--- config.mk ---
export PLATFORM = sky130hd
export DESIGN_NAME = riscv_multicycle_control_flat
export DESIGN_NICKNAME = d
export VERILOG_FILES = /design/src/rtl/riscv_pkg.sv /design/src/rtl/riscv_multicycle_control_if.sv /design/src/rtl/riscv_alu_decode.sv /design/src/rtl/riscv_multicycle_control.sv /design/src/flat_wrapper.sv
export SDC_FILE = /design/constraint.sdc
export NUM_CORES = 1
export LEC_CHECK = 0
export CORE_UTILIZATION = 45
export DETAILED_ROUTE_END_ITERATION = 10
export DONT_BUFFER_PORTS = 1
export GPL_TIMING_DRIVEN = 0
export PLACE_DENSITY = 0.63
export SYNTH_ARGS = -nofsm -noshare
export SYNTH_HDL_FRONTEND = slang
export SYNTH_SLANG_ARGS = --single-unit
export TNS_END_PERCENT = 30
--- constraint.sdc ---
create_clock -name clk -period 3.6 [get_ports clk]
set_input_delay 0.9 -clock clk [delete_from_list [all_inputs] [get_ports clk]]
set_output_delay 0.9 -clock clk [all_outputs]
set_load 0.02 [all_outputs]
--- src/rtl/riscv_pkg.sv ---
// rtl/riscv_pkg.sv - opcodes, state, ALU op and select encodings for the multicycle control unit
package riscv_pkg;

  localparam logic [6:0] OPC_LUI    = 7'h37;
  localparam logic [6:0] OPC_AUIPC  = 7'h17;
  localparam logic [6:0] OPC_JAL    = 7'h6f;
  localparam logic [6:0] OPC_JALR   = 7'h67;
  localparam logic [6:0] OPC_BRANCH = 7'h63;
  localparam logic [6:0] OPC_LOAD   = 7'h03;
  localparam logic [6:0] OPC_STORE  = 7'h23;
  localparam logic [6:0] OPC_OP     = 7'h33;
  localparam logic [6:0] OPC_OP_IMM = 7'h13;

  typedef enum logic [2:0] {
    S_IDLE   = 3'd0,
    S_FETCH  = 3'd1,
    S_DECODE = 3'd2,
    S_EXEC   = 3'd3,
    S_MEM    = 3'd4,
    S_WB     = 3'd5,
    S_TRAP   = 3'd6
  } state_e;

  typedef enum logic [3:0] {
    ALU_ADD  = 4'd0,
    ALU_SUB  = 4'd1,
    ALU_SLL  = 4'd2,
    ALU_SLT  = 4'd3,
    ALU_SLTU = 4'd4,
    ALU_XOR  = 4'd5,
    ALU_SRL  = 4'd6,
    ALU_SRA  = 4'd7,
    ALU_OR   = 4'd8,
    ALU_AND  = 4'd9
  } alu_op_e;

  localparam logic [1:0] PC_PLUS4  = 2'd0;
  localparam logic [1:0] PC_TARGET = 2'd1;
  localparam logic [1:0] PC_JALR   = 2'd2;

  localparam logic [1:0] WB_ALU = 2'd0;
  localparam logic [1:0] WB_MEM = 2'd1;
  localparam logic [1:0] WB_PC4 = 2'd2;

  localparam logic [1:0] A_RS1  = 2'd0;
  localparam logic [1:0] A_PC   = 2'd1;
  localparam logic [1:0] A_ZERO = 2'd2;

  localparam logic [1:0] B_RS2   = 2'd0;
  localparam logic [1:0] B_IMM   = 2'd1;
  localparam logic [1:0] B_FOUR  = 2'd2;

  localparam logic [1:0] TC_NONE    = 2'd0;
  localparam logic [1:0] TC_ILLEGAL = 2'd1;
  localparam logic [1:0] TC_TIMEOUT = 2'd2;

  function automatic logic is_legal(input logic [6:0] opc);
    return (opc == OPC_LUI) || (opc == OPC_AUIPC) || (opc == OPC_JAL) ||
           (opc == OPC_JALR) || (opc == OPC_BRANCH) || (opc == OPC_LOAD) ||
           (opc == OPC_STORE) || (opc == OPC_OP) || (opc == OPC_OP_IMM);
  endfunction

endpackage

--- src/rtl/riscv_multicycle_control_if.sv ---
// rtl/riscv_multicycle_control_if.sv - instruction fields, memory handshake and datapath controls
interface riscv_multicycle_control_if;
  logic [6:0] opcode;
  logic [2:0] funct3;
  logic       funct7_5;
  logic       mem_ready;
  logic       branch_taken;
  logic       pc_write;
  logic [1:0] pc_src;
  logic       ir_write;
  logic       reg_write;
  logic       mem_req;
  logic       mem_we;
  logic [1:0] wb_sel;
  logic [1:0] alu_src_a;
  logic [1:0] alu_src_b;
  logic [3:0] alu_op;
  logic       trap;
  logic [1:0] trap_cause;

  modport master (
    input  opcode, funct3, funct7_5, mem_ready, branch_taken,
    output pc_write, pc_src, ir_write, reg_write, mem_req, mem_we, wb_sel,
           alu_src_a, alu_src_b, alu_op, trap, trap_cause
  );

  modport slave (
    output opcode, funct3, funct7_5, mem_ready, branch_taken,
    input  pc_write, pc_src, ir_write, reg_write, mem_req, mem_we, wb_sel,
           alu_src_a, alu_src_b, alu_op, trap, trap_cause
  );
endinterface

--- src/rtl/riscv_alu_decode.sv ---
// rtl/riscv_alu_decode.sv - opcode/funct3/funct7_5 to ALU operation
module riscv_alu_decode
  import riscv_pkg::*;
(
  input  logic [6:0] opcode,
  input  logic [2:0] funct3,
  input  logic       funct7_5,
  output logic [3:0] alu_op
);

  logic is_op;

  assign is_op = (opcode == OPC_OP);

  always_comb begin
    alu_op = ALU_ADD;
    if (is_op || opcode == OPC_OP_IMM) begin
      case (funct3)
        3'b000:  alu_op = (is_op && funct7_5) ? ALU_SUB : ALU_ADD;
        3'b001:  alu_op = ALU_SLL;
        3'b010:  alu_op = ALU_SLT;
        3'b011:  alu_op = ALU_SLTU;
        3'b100:  alu_op = ALU_XOR;
        3'b101:  alu_op = funct7_5 ? ALU_SRA : ALU_SRL;
        3'b110:  alu_op = ALU_OR;
        default: alu_op = ALU_AND;
      endcase
    end
  end

endmodule

--- src/rtl/riscv_multicycle_control.sv ---
// rtl/riscv_multicycle_control.sv - FETCH/DECODE/EXEC/MEM/WB sequencer with memory stall and trap
module riscv_multicycle_control
  import riscv_pkg::*;
#(
  parameter int MEM_TIMEOUT = 16,
  parameter bit TRAP_HALT   = 1'b1
) (
  input  logic                          clk,
  input  logic                          rst_n,
  riscv_multicycle_control_if.master    ctrl
);

  localparam int CW = (MEM_TIMEOUT > 0) ? $clog2(MEM_TIMEOUT + 1) : 1;

  state_e        state, state_next;
  logic [CW-1:0] wait_cnt;
  logic [1:0]    cause_q, cause_next;
  logic [3:0]    dec_alu_op;
  logic          waiting, timeout;

  riscv_alu_decode u_alu_decode (
    .opcode   (ctrl.opcode),
    .funct3   (ctrl.funct3),
    .funct7_5 (ctrl.funct7_5),
    .alu_op   (dec_alu_op)
  );

  assign waiting = ((state == S_FETCH) || (state == S_MEM)) && !ctrl.mem_ready;
  assign timeout = (MEM_TIMEOUT > 0) && waiting && (wait_cnt == CW'(MEM_TIMEOUT - 1));

  always_ff @(posedge clk or negedge rst_n) begin
    if (!rst_n) begin
      state    <= S_IDLE;
      wait_cnt <= '0;
      cause_q  <= TC_NONE;
    end else begin
      state   <= state_next;
      cause_q <= cause_next;
      // Count only consecutive stall cycles within a single state
      if (state_next != state || !waiting) wait_cnt <= '0;
      else                                 wait_cnt <= wait_cnt + 1'b1;
    end
  end

  always_comb begin
    state_next      = state;
    cause_next      = cause_q;
    ctrl.pc_write   = 1'b0;
    ctrl.pc_src     = PC_PLUS4;
    ctrl.ir_write   = 1'b0;
    ctrl.reg_write  = 1'b0;
    ctrl.mem_req    = 1'b0;
    ctrl.mem_we     = 1'b0;
    ctrl.wb_sel     = WB_ALU;
    ctrl.alu_src_a  = A_RS1;
    ctrl.alu_src_b  = B_RS2;
    ctrl.alu_op     = ALU_ADD;
    ctrl.trap       = 1'b0;
    ctrl.trap_cause = cause_q;

    case (state)
      S_IDLE: state_next = S_FETCH;

      S_FETCH: begin
        ctrl.mem_req = 1'b1;
        if (ctrl.mem_ready) begin
          ctrl.ir_write = 1'b1;
          state_next    = S_DECODE;
        end else if (timeout) begin
          state_next = S_TRAP;
          cause_next = TC_TIMEOUT;
        end
      end

      S_DECODE: begin
        if (is_legal(ctrl.opcode)) begin
          state_next = S_EXEC;
        end else begin
          state_next = S_TRAP;
          cause_next = TC_ILLEGAL;
        end
      end

      S_EXEC: begin
        ctrl.alu_op    = dec_alu_op;
        ctrl.alu_src_b = (ctrl.opcode == OPC_OP) ? B_RS2 : B_IMM;
        if (ctrl.opcode == OPC_LUI)
          ctrl.alu_src_a = A_ZERO;
        else if (ctrl.opcode == OPC_AUIPC || ctrl.opcode == OPC_JAL || ctrl.opcode == OPC_BRANCH)
          ctrl.alu_src_a = A_PC;
        if (ctrl.opcode == OPC_BRANCH) begin
          ctrl.pc_write = 1'b1;
          ctrl.pc_src   = ctrl.branch_taken ? PC_TARGET : PC_PLUS4;
          state_next    = S_FETCH;
        end else if (ctrl.opcode == OPC_LOAD || ctrl.opcode == OPC_STORE) begin
          state_next = S_MEM;
        end else begin
          state_next = S_WB;
        end
      end

      S_MEM: begin
        ctrl.mem_req = 1'b1;
        ctrl.mem_we  = (ctrl.opcode == OPC_STORE);
        if (ctrl.mem_ready) begin
          if (ctrl.opcode == OPC_STORE) begin
            ctrl.pc_write = 1'b1;
            state_next    = S_FETCH;
          end else begin
            state_next = S_WB;
          end
        end else if (timeout) begin
          state_next = S_TRAP;
          cause_next = TC_TIMEOUT;
        end
      end

      S_WB: begin
        ctrl.reg_write = 1'b1;
        ctrl.pc_write  = 1'b1;
        state_next     = S_FETCH;
        if (ctrl.opcode == OPC_LOAD) begin
          ctrl.wb_sel = WB_MEM;
        end else if (ctrl.opcode == OPC_JAL) begin
          ctrl.wb_sel = WB_PC4;
          ctrl.pc_src = PC_TARGET;
        end else if (ctrl.opcode == OPC_JALR) begin
          ctrl.wb_sel = WB_PC4;
          ctrl.pc_src = PC_JALR;
        end
      end

      S_TRAP: begin
        ctrl.trap = 1'b1;
        // Non-halting trap skips the faulting instruction
        if (!TRAP_HALT) begin
          ctrl.pc_write = 1'b1;
          state_next    = S_FETCH;
        end
      end

      default: state_next = S_IDLE;
    endcase
  end

endmodule

--- src/flat_wrapper.sv ---
// flat-port wrapper written by rule: the top's interface ports become plain ports
module riscv_multicycle_control_flat import riscv_pkg::*;
#(
  parameter int MEM_TIMEOUT = 16,
  parameter bit TRAP_HALT   = 1'b1
)
  (clk, rst_n, ctrl_opcode, ctrl_funct3, ctrl_funct7_5, ctrl_mem_ready, ctrl_branch_taken, ctrl_pc_write, ctrl_pc_src, ctrl_ir_write, ctrl_reg_write, ctrl_mem_req, ctrl_mem_we, ctrl_wb_sel, ctrl_alu_src_a, ctrl_alu_src_b, ctrl_alu_op, ctrl_trap, ctrl_trap_cause);
  riscv_multicycle_control_if ctrl_i ();
  input  logic clk;
  input  logic rst_n;
  input wire logic [$bits(ctrl_i.opcode)-1:0] ctrl_opcode;
  input wire logic [$bits(ctrl_i.funct3)-1:0] ctrl_funct3;
  input wire logic [$bits(ctrl_i.funct7_5)-1:0] ctrl_funct7_5;
  input wire logic [$bits(ctrl_i.mem_ready)-1:0] ctrl_mem_ready;
  input wire logic [$bits(ctrl_i.branch_taken)-1:0] ctrl_branch_taken;
  output wire logic [$bits(ctrl_i.pc_write)-1:0] ctrl_pc_write;
  output wire logic [$bits(ctrl_i.pc_src)-1:0] ctrl_pc_src;
  output wire logic [$bits(ctrl_i.ir_write)-1:0] ctrl_ir_write;
  output wire logic [$bits(ctrl_i.reg_write)-1:0] ctrl_reg_write;
  output wire logic [$bits(ctrl_i.mem_req)-1:0] ctrl_mem_req;
  output wire logic [$bits(ctrl_i.mem_we)-1:0] ctrl_mem_we;
  output wire logic [$bits(ctrl_i.wb_sel)-1:0] ctrl_wb_sel;
  output wire logic [$bits(ctrl_i.alu_src_a)-1:0] ctrl_alu_src_a;
  output wire logic [$bits(ctrl_i.alu_src_b)-1:0] ctrl_alu_src_b;
  output wire logic [$bits(ctrl_i.alu_op)-1:0] ctrl_alu_op;
  output wire logic [$bits(ctrl_i.trap)-1:0] ctrl_trap;
  output wire logic [$bits(ctrl_i.trap_cause)-1:0] ctrl_trap_cause;
  assign ctrl_i.opcode = ctrl_opcode;
  assign ctrl_i.funct3 = ctrl_funct3;
  assign ctrl_i.funct7_5 = ctrl_funct7_5;
  assign ctrl_i.mem_ready = ctrl_mem_ready;
  assign ctrl_i.branch_taken = ctrl_branch_taken;
  assign ctrl_pc_write = ctrl_i.pc_write;
  assign ctrl_pc_src = ctrl_i.pc_src;
  assign ctrl_ir_write = ctrl_i.ir_write;
  assign ctrl_reg_write = ctrl_i.reg_write;
  assign ctrl_mem_req = ctrl_i.mem_req;
  assign ctrl_mem_we = ctrl_i.mem_we;
  assign ctrl_wb_sel = ctrl_i.wb_sel;
  assign ctrl_alu_src_a = ctrl_i.alu_src_a;
  assign ctrl_alu_src_b = ctrl_i.alu_src_b;
  assign ctrl_alu_op = ctrl_i.alu_op;
  assign ctrl_trap = ctrl_i.trap;
  assign ctrl_trap_cause = ctrl_i.trap_cause;
  riscv_multicycle_control #(.MEM_TIMEOUT(MEM_TIMEOUT), .TRAP_HALT(TRAP_HALT)) u_core (.clk(clk), .rst_n(rst_n), .ctrl(ctrl_i));
endmodule
==> results.ini, run 1 <==
[sta]
hold_slack_ns=0.325
fin_crit_ns=3.03
slew_viol_final=0
fmax_ghz=0.330
fin_ws_ns=0.566
finalSetupTns_ns=0

[global_route]
met3_usage=0.0769
grt_pass1_wl_mm=3.12
met1_usage=0.262
overflow=0
track_usage=0.203

[critical_path]
worst_path_max_delay_cell=and4bb_4
worst_r2r_startpoint=u_core.wait_cnt[0]
crit_end=ctrl_pc_write
crit_path_max_incr_delay_ns=0.35
r2r_cells=6
crit_type=in2out

[layout]
buf_share=0.0449
layout-drive-gt1-share=0.172
final_area_sq_um=976
mi_logic_area_sq_um=581
nFillCells=187
flop-count=10
n_all_buffers=6
dominant_cells=multi-input combinational cells
largest_register_ffs=5
comb_share=0.595
n_clock_buffer=4
logic_gates=87
sh_seq_area=0.256
regMostFlops=u_core.wait_cnt
final_core_util=0.542

[logic_synthesis]
simple_gate_share=0.307
topCellsByArea=dfrtp_1 28%, nor2_1 6.6%, a21oi_1 4.4%, inv_1 3.7%, nand2_1 2.9%
synth-edff-count=0
yosysCellCount=112
synthMuxAreaShare=0
synth.most_common_cell=nor2_1
largest_area_cell=dfrtp_1
xor_share=0.0193
yosys.area_share.aoi=0.281

[detailed_routing]
dr_wl_met2_microns=996
dr_total_vias=844
first_iter_violations=20
met1Wirelength_microns=849
dr.pass1.iters=4

[floorplan]
die_w_microns=46.9
io_pins=35
die_h_microns=46.9
die_area_sq_um=2200

[placement]
port_buffers=0

[power_and_ir_drop]
p_leak_uw=0.000408
power_frac_seq=0.287
powerSeq_uw=154
top_power_group=combinational cells
p_int_uw=296
p_clk_uw=99.6

[run]
cap_violations=0
tool_warnings=26

[run_status]
status=complete, no violations

[cts]
cts_setup_buffers=0
cts-root-buf=clkbuf_4
clkSlewWorstSetupHoldPaths_ns=0.06
cts_tree=done
cts_sinks=10
cts_resized=0
cts_buffers=3

[worst_hold_path]
hold_class=in2async

**Run 1: a small window of the routed layout**

Window x 0 to 25, y 22 to 47 microns. Cells in gray, sequential cells in the stronger gray; small squares are vias.
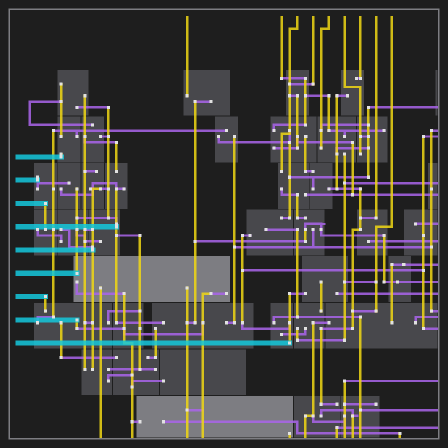
| layer | color |
|---|---|
| met3 | cyan |
| met1 | purple |
| met2 | yellow |
cells with their middle in the window: 37
sequential cells in the window: 2
netlist names of flops here include: u_core.state (1), u_core.wait_cnt (1)
most frequent: nor2_1 (6), nand2_1 (4), nor3_1 (4)

**Run 1: placed cells, one color a class**

Scale: 8 px per micron.
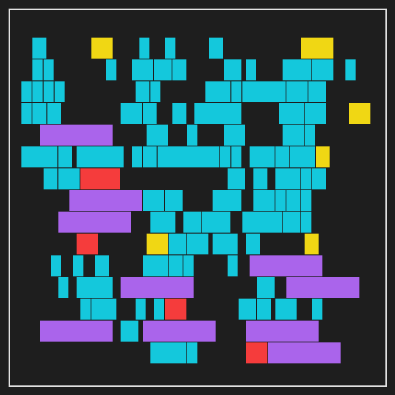
| class | color | cells | share of their area |
|---|---|---|---|
| clock drivers and dummy loads | red | 4 | 3.8% |
| all other logic | cyan | 96 | 65% |
| other buffers and delay cells | yellow | 6 | 4.6% |
| flip-flops | purple | 10 | 26% |

**Run 1: the metal 1 layer**

Scale: 10 px per micron.
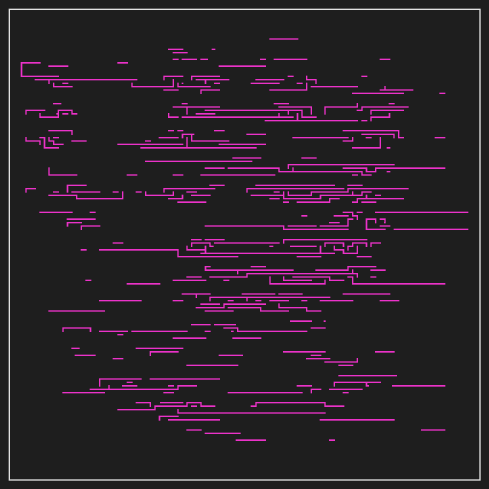
share of all routed wire: 43%
wire length on this layer: 849 microns
longest straight run: 14.7 microns

==> run 2, diff against run 1 <==
PLACE_DENSITY = 0.65   (was 0.63)
clock period = 2.51 ns   (was 3.6 ns; I/O delays follow)
==> run 2 against run 1 <==
Compared with the run above:
- core utilization is 1.0 points higher
- die area stayed put
- clock power is 46% higher
- area after synthesis stayed put
- first-iteration DRC count is 20% higher
- non-clock buffer count stayed put
- critical path type unchanged
- critical endpoint unchanged
- highest routed layer unchanged
==> results.ini, run 2 <==
[layout]
logic_gates=87
final_core_util=0.552
final_area_sq_um=995
comb_share=0.603
regMostFlops=u_core.wait_cnt
buf_share=0.0440
dominant_cells=multi-input combinational cells
mi_logic_area_sq_um=599
sh_seq_area=0.252
largest_register_ffs=5
n_all_buffers=6
layout-drive-gt1-share=0.181
n_clock_buffer=4

[logic_synthesis]
synth.most_common_cell=nor2_1
yosysCellCount=112
simple_gate_share=0.307
largest_area_cell=dfrtp_1
yosys.area_share.aoi=0.281
synth-edff-count=0
topCellsByArea=dfrtp_1 28%, nor2_1 6.6%, a21oi_1 4.4%, inv_1 3.7%, nand2_1 2.9%

[sta]
hold_slack_ns=0.0495
fin_crit_ns=2.50
fmax_ghz=0.400
fin_skew_ns=0.00361
finalSetupTns_ns=0
slew_viol_final=0

[placement]
dp_slack_ns=0.0116
port_buffers=0

[critical_path]
crit_path_max_incr_delay_ns=0.35
crit_type=in2out
crit_end=ctrl_pc_write
worst_path_max_delay_cell=and4bb_4
worst_r2r_startpoint=u_core.wait_cnt[0]
r2r_cells=6

[detailed_routing]
met1Wirelength_microns=849
dr_wl_met2_microns=941
dr.pass1.iters=4
dr_total_vias=823

[global_route]
overflow=0
track_usage=0.194
grt_pass1_wl_mm=3.02
met3_usage=0.0731
met1_usage=0.249

[cts]
cts_setup_buffers=0
cts_buffers=3
h-tree-depth=1
cts_resized=1
cts_tree=done
cts-root-buf=clkbuf_4
cts_sinks=10

[run]
cap_violations=0
tool_warnings=27

[power_and_ir_drop]
top_power_group=combinational cells
power_frac_seq=0.284
powerSeq_uw=222
p_clk_uw=145
p_int_uw=426
p_leak_uw=0.000409

[floorplan]
die_area_sq_um=2200
die_w_microns=46.9
io_pins=35
die_h_microns=46.9

[run_status]
status=complete, no violations

[worst_hold_path]
hold_class=in2async

**Run 2: the metal 1 layer**

Scale: 10 px per micron.
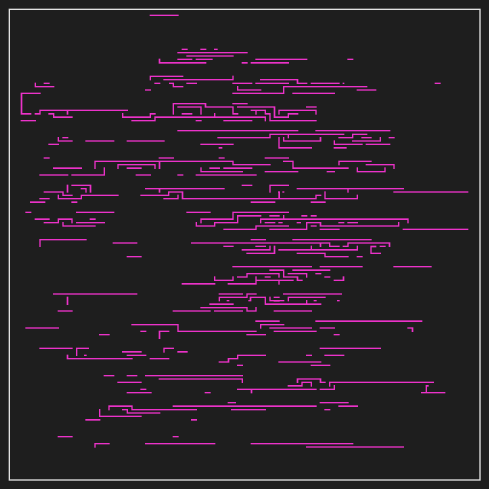
nets with wire on the layer: 122
share of all routed wire: 44%
wire length on this layer: 850 microns
longest straight run: 14.7 microns
main direction: horizontal

**Run 2: drive-strength map**

Scale: 8 px per micron.
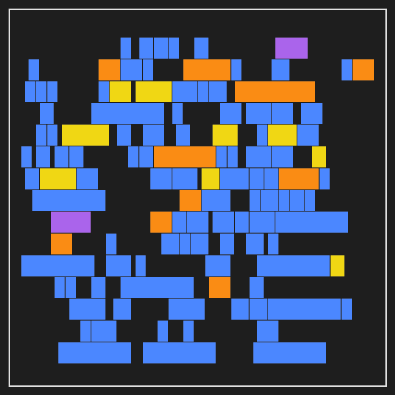
| size | color | cells |
|---|---|---|
| drive 6 and up | purple | 2 |
| drive 2 | yellow | 9 |
| drive 3 to 4 | orange | 10 |
| drive 1 or less | blue | 95 |

**Run 2: a small window of the routed layout**

Window x 0 to 25, y 22 to 47 microns. Cells in gray, sequential cells in the stronger gray; small squares are vias.
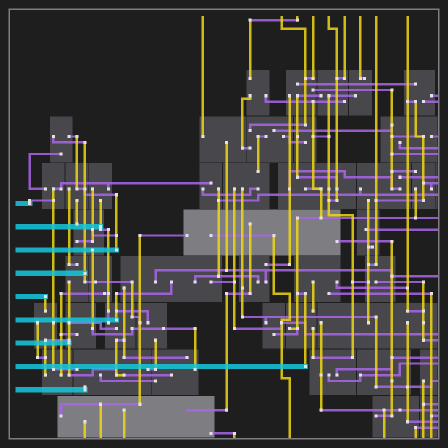
| layer | color |
|---|---|
| met3 | cyan |
| met2 | yellow |
| met1 | purple |
most frequent: nor2_1 (7), nand2_1 (4), nor3_1 (4)
netlist names of flops here include: u_core.state (1), u_core.wait_cnt (1)
sequential cells in the window: 2
cells with their middle in the window: 41

Power is estimated from default activity; no workload was simulated.
